[config.mk]
export PLATFORM = sky130hd
export DESIGN_NAME = hack_sequencer
export DESIGN_NICKNAME = d
export VERILOG_FILES = /design/src/rtl/hack_sequencer.sv
export SDC_FILE = /design/constraint.sdc
export NUM_CORES = 1
export LEC_CHECK = 0
export ABC_AREA = 0
export CAP_MARGIN = 30
export CELL_PAD_IN_SITES_DETAIL_PLACEMENT = 1
export CELL_PAD_IN_SITES_GLOBAL_PLACEMENT = 1
export CORE_ASPECT_RATIO = 0.5
export CORE_MARGIN = 2
export CORE_UTILIZATION = 34
export DETAILED_ROUTE_END_ITERATION = 12
export PLACE_DENSITY_LB_ADDON = 0.3
export RECOVER_POWER = 25
export SETUP_SLACK_MARGIN = 0.1
export SYNTH_ARGS = -nofsm -noshare
export SYNTH_HDL_FRONTEND = slang
export SYNTH_SLANG_ARGS = --single-unit
[constraint.sdc]
create_clock -name clk -period 2.36 [get_ports clk]
set_input_delay 0.59 -clock clk [delete_from_list [all_inputs] [get_ports clk]]
set_output_delay 0.59 -clock clk [all_outputs]
set_load 0.01 [all_outputs]
[src/rtl/hack_sequencer.sv]
// Fetch/execute sequencer for the Hack CPU: fetches each instruction over a
// ROM req/ack handshake, decodes the jump condition and steps the PC once per instruction.
module hack_sequencer (
  input  logic        clk,
  input  logic        reset,
  output logic        rom_req,
  input  logic        rom_ack,
  input  logic [15:0] rom_data,
  output logic [15:0] instr,
  output logic        instr_valid,
  input  logic        zr,
  input  logic        ng,
  input  logic        mem_busy,
  output logic        pc_load,
  output logic        pc_inc,
  input  logic        halt_req,
  output logic        halted,
  output logic [15:0] instr_count
);

  localparam int unsigned WORD_W = 16;

  typedef enum logic [2:0] {
    S_IDLE,
    S_FETCH,
    S_EXEC,
    S_WAIT_MEM,
    S_HALT
  } state_t;

  state_t state;
  state_t state_next;
  logic   jump;
  logic   mem_write;

  // State register; status strobes are registered from the next state so they
  // line up with the state they describe and clear asynchronously on reset.
  always_ff @(posedge clk or posedge reset) begin
    if (reset) begin
      state       <= S_IDLE;
      instr       <= '0;
      instr_count <= '0;
      rom_req     <= 1'b0;
      instr_valid <= 1'b0;
      halted      <= 1'b0;
    end else begin
      state       <= state_next;
      rom_req     <= (state_next == S_FETCH);
      instr_valid <= (state_next == S_EXEC);
      halted      <= (state_next == S_HALT);
      if ((state == S_FETCH) && rom_ack) begin
        instr <= rom_data;
      end
      if (state == S_EXEC) begin
        instr_count <= instr_count + WORD_W'(1);
      end
    end
  end

  // Next-state and PC strobe decode; the PC strobes stay combinational so the
  // jump follows the ALU flags of the instruction being executed.
  always_comb begin
    state_next = state;
    pc_load    = 1'b0;
    pc_inc     = 1'b0;
    jump       = instr[15] & ((instr[2] & ng) | (instr[1] & zr) | (instr[0] & ~ng & ~zr));
    mem_write  = instr[15] & instr[3];

    case (state)
      S_IDLE: begin
        state_next = S_FETCH;
      end
      S_FETCH: begin
        if (rom_ack) begin
          state_next = S_EXEC;
        end
      end
      S_EXEC: begin
        pc_load = jump;
        pc_inc  = ~jump;
        if (mem_write && mem_busy) begin
          state_next = S_WAIT_MEM;
        end else if (halt_req) begin
          state_next = S_HALT;
        end else begin
          state_next = S_FETCH;
        end
      end
      S_WAIT_MEM: begin
        if (!mem_busy) begin
          state_next = halt_req ? S_HALT : S_FETCH;
        end
      end
      S_HALT: begin
        if (!halt_req) begin
          state_next = S_FETCH;
        end
      end
      default: begin
        state_next = S_IDLE;
      end
    endcase
  end

endmodule

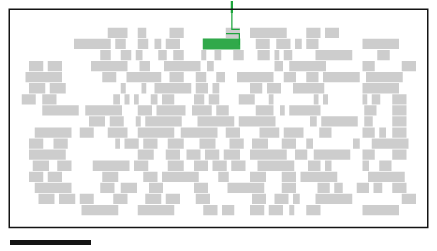
Fig. 1. Port wiring (run 1).
The bar under the picture is 20 um long.
colour	port	direction	edge	end cells	buffers	wire
green	rom_req	output	top	1	1	12.3 um

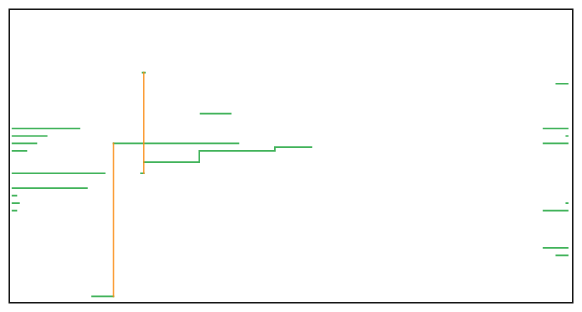
Fig. 2. Wiring by layer (run 1).
Two of the layers only.
colour	layer	wire length
green	met3	146 um
orange	met4	46.2 um

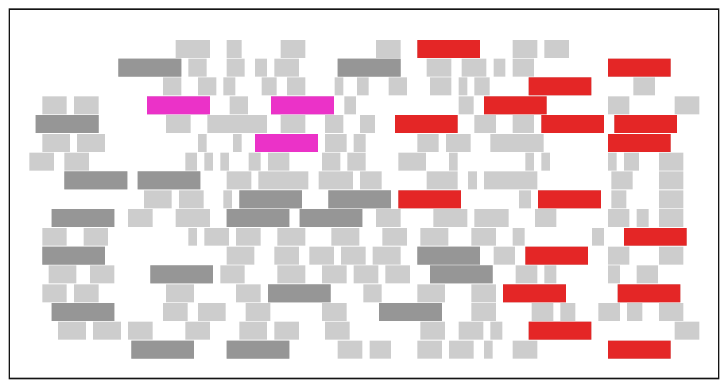
Fig. 3. Where the registers sit (run 1).
Other sequential cells in the stronger grey, the rest of the logic in the fainter grey.
colour	name in the netlist	placed flops
magenta	state	3
red	instr_count	16

==> results.cfg, run 1 <==
; synthesis and place-and-route metrics
[power]
powerClk_w = 0.000421
power_leader = combinational cells
pwr-share-comb_pct = 44.4
total_power_w = 0.00262

[logic_synthesis]
simple_gate_area_share_pct = 14.0
yosysCellCount = 123
largest_area_cell = dfrtp_1
edf_count = 0
ys.flop_type = dfrtp_1
yosys-top-cells-count = dfrtp_1 (38), mux2_2 (17), xnor2_1 (13)
syn-cell-area_um2 = 1650
mux_share_pct = 12.2
ys_types = 30
synth_xor_xnor_area_share_pct = 7.97

[timing]
rsz0062_at_grt = false
hold_violations = 0
fmax_mhz = 474

[global_route]
grt_usage_pct = 15.4
grt_pass1_vias = 1282
global_route.usage.met2_pct = 28.3
antenna_found_initial = 0
grt_pass1_wl_mm = 6.21

[cells_and_area]
final_layout_top_logic_cells = clkdlybuf4s50_1 (54), dfrtp_1 (38), mux2_2 (17)
diodes = 0
num-fill-cells = 496
logic_area_um2 = 657
buf_share_pct = 26.2
nNonClkInverters = 4
n_clock_buffer = 7

[setup_path]
worstReg2RegStart = state[2]
setup.worst_path.end = pc_load
cp-start-kind = input pin
cp.arrival_ns = 1.52
r2r_end = instr_count[15]
path_depth = 4

[cts]
clock_latency_ns = 0.28

[die]
die_area_um2 = 5450
tapCellCount = 66

[run_status]
status = complete, no violations

[routing]
routed-wl-met2_mm = 1.92
Fig. 4: run 1, met2 routing
The bar under the picture is 20 um long.
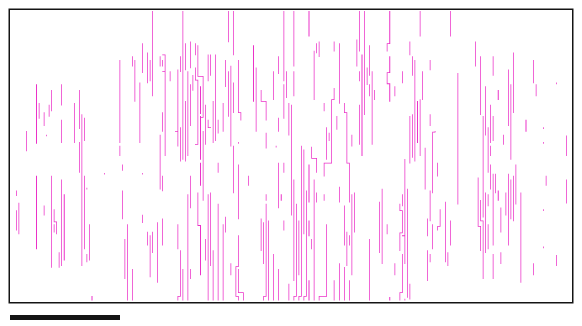

## Run 2: what changed since run 1
Settings changed: CELL_PAD_IN_SITES_DETAIL_PLACEMENT 1 to 0.
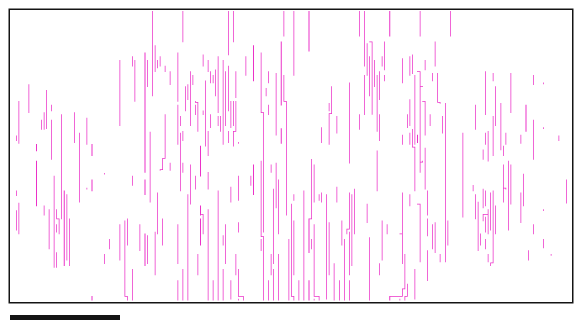
Fig. 5. Met2 routing (run 2).
The bar under the picture is 20 um long.
longest straight run	28.9 um
main direction	vertical
share of all routed wire	51%

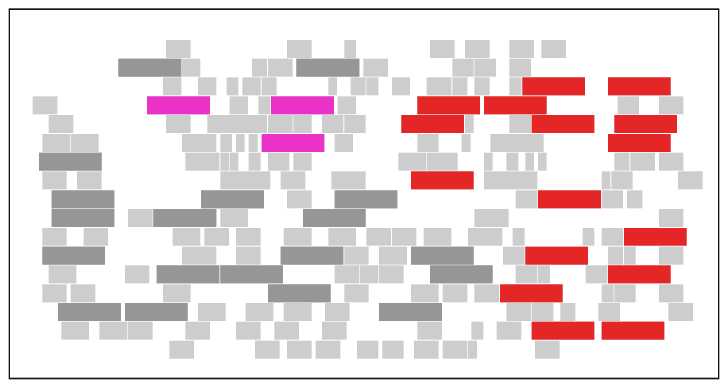
Fig. 6. Where the registers sit (run 2).
Other sequential cells in the stronger grey, the rest of the logic in the fainter grey.
Seq. cell area: 951 um2
Seq area share: 39.2%
Seq power: 0.00103 W
fin util: 53.5%

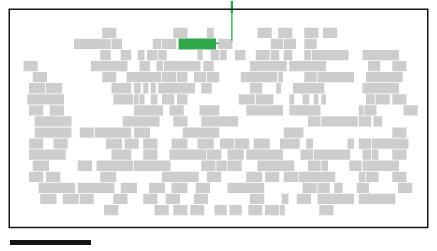
Fig. 7. Port wiring (run 2).
The bar under the picture is 20 um long.
colour	port	direction	edge	end cells	buffers	wire
green	rom_req	output	top	1	1	8.50 um

==> run 2 against run 1 <==
Utilization increased by 0.22 points. Flip-flop count unchanged. Critical path depth unchanged. Highest routed layer unchanged.
==> results.cfg, run 2 <==
; synthesis and place-and-route metrics
[global_route]
antenna_found_initial = 0
grt_pass1_vias = 1224
grt_usage_pct = 13.6
global_route.usage.met2_pct = 24.6
grt_pass1_wl_mm = 5.54

[cells_and_area]
logic_area_um2 = 661
buf_share_pct = 26.1
diodes = 0
n_clock_buffer = 6
final_layout_top_logic_cells = clkdlybuf4s50_1 (54), dfrtp_1 (38), mux2_2 (17)

[logic_synthesis]
yosys-top-cells-count = dfrtp_1 (38), mux2_2 (17), xnor2_1 (13)
edf_count = 0
mux_share_pct = 12.2
simple_gate_area_share_pct = 14.0
largest_area_cell = dfrtp_1
syn-cell-area_um2 = 1650
ys.flop_type = dfrtp_1
ys_types = 30
yosysCellCount = 123

[power]
powerClk_w = 0.000427
pwr-share-comb_pct = 44.1
power_leader = combinational cells

[setup_path]
worstReg2RegStart = state[2]
path_depth = 4
cp-start-kind = input pin
r2r_end = instr_count[15]
setup.worst_path.end = pc_load
cp.arrival_ns = 1.54

[timing]
hold_violations = 0
rsz0062_at_grt = false
finalClockPeriodUsage_pct = 90.3
fmax_mhz = 469

[placement]
port_buffers = 59

[run_status]
status = complete, no violations

[routing]
routed-wl-met2_mm = 1.65
drc_errors = 0

[die]
die_area_um2 = 5450

[cts]
clock_latency_ns = 0.28
## Run 3: what changed since run 2
Settings changed: CTS_CLUSTER_DIAMETER from default to 50.
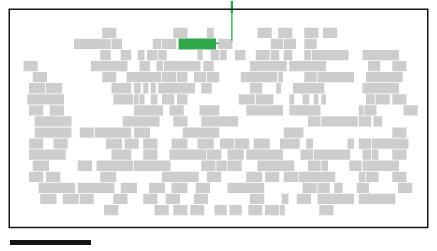
Fig. 8. Port wiring (run 3).
The bar under the picture is 20 um long.
colour	port	direction	edge	end cells	buffers	wire
green	rom_req	output	top	1	1	8.50 um

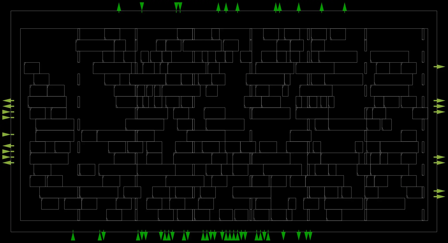
Fig. 9. Placed standard cells (run 3).
CORE AREA: 4530 um2
# fillers: 433
flip-flops: 38
row count: 17

==> run 3 against run 2 <==
Sequential share of layout area unchanged. Register-to-register slack about the same. Area after synthesis unchanged. Combinational power about the same. Cell count unchanged. Cell area unchanged. Critical path depth unchanged. Wire length unchanged. Sequential power about the same. Critical path type unchanged. Largest cell class unchanged.
==> results.cfg, run 3 <==
; synthesis and place-and-route metrics
[routing]
drc_errors = 0
vias = 1175
routed-wl-met2_mm = 1.65
met1Wirelength_mm = 1.39

[logic_synthesis]
synth_xor_xnor_area_share_pct = 7.97
yosysCellCount = 123
syn-cell-area_um2 = 1650
largest_area_cell = dfrtp_1
simple_gate_area_share_pct = 14.0
ys_types = 30
edf_count = 0
ys.flop_type = dfrtp_1

[cts]
clock_sinks = 38
clock_latency_ns = 0.28

[global_route]
grt_max_degree = 39
grt_pass1_vias = 1224
global_route.usage.met2_pct = 24.6
antenna_found_initial = 0
grt_pass1_wl_mm = 5.54
grt_usage_pct = 13.6

[power]
powerClk_w = 0.000427
pwr_density_cell_nw_per_um2 = 1070
seq_power_w = 0.00103
power_leader = combinational cells
total_power_w = 0.00260

[cells_and_area]
diodes = 0
nNonClkInverters = 4
n_clock_buffer = 6
final_layout_top_logic_cells = clkdlybuf4s50_1 (54), dfrtp_1 (38), mux2_2 (17)
buf_share_pct = 26.1
post-route-util_pct = 53.5
seq_share_pct = 39.2
mostFrequentLayoutCell = clkdlybuf4s50_1
logic_area_um2 = 661
flop_area_um2 = 951

[run_status]
status = complete, no violations

[setup_path]
cp-start-kind = input pin
r2r_end = instr_count[15]
worstReg2RegStart = state[2]
cp.arrival_ns = 1.54
setup.worst_path.end = pc_load

[timing]
timing.final.ws_setup_ns = 0.230
finalClockPeriodUsage_pct = 90.3
fmax_mhz = 469
hold_violations = 0
rsz0062_at_grt = false

[placement]
port_buffers = 59
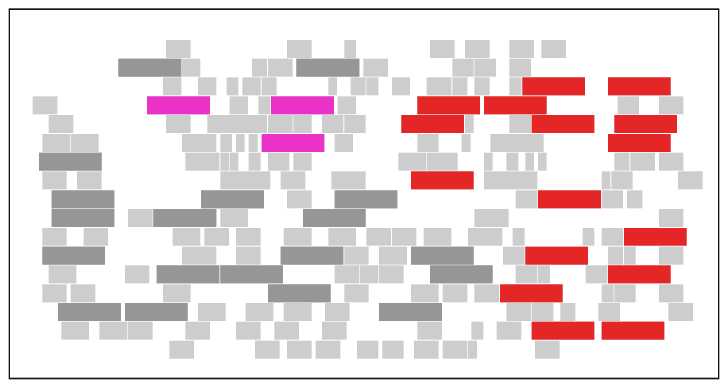
Fig. 10. Where the registers sit (run 3).
Other sequential cells in the stronger grey, the rest of the logic in the fainter grey.

Power figures rest on the tool's default switching activity, not on a simulated workload.
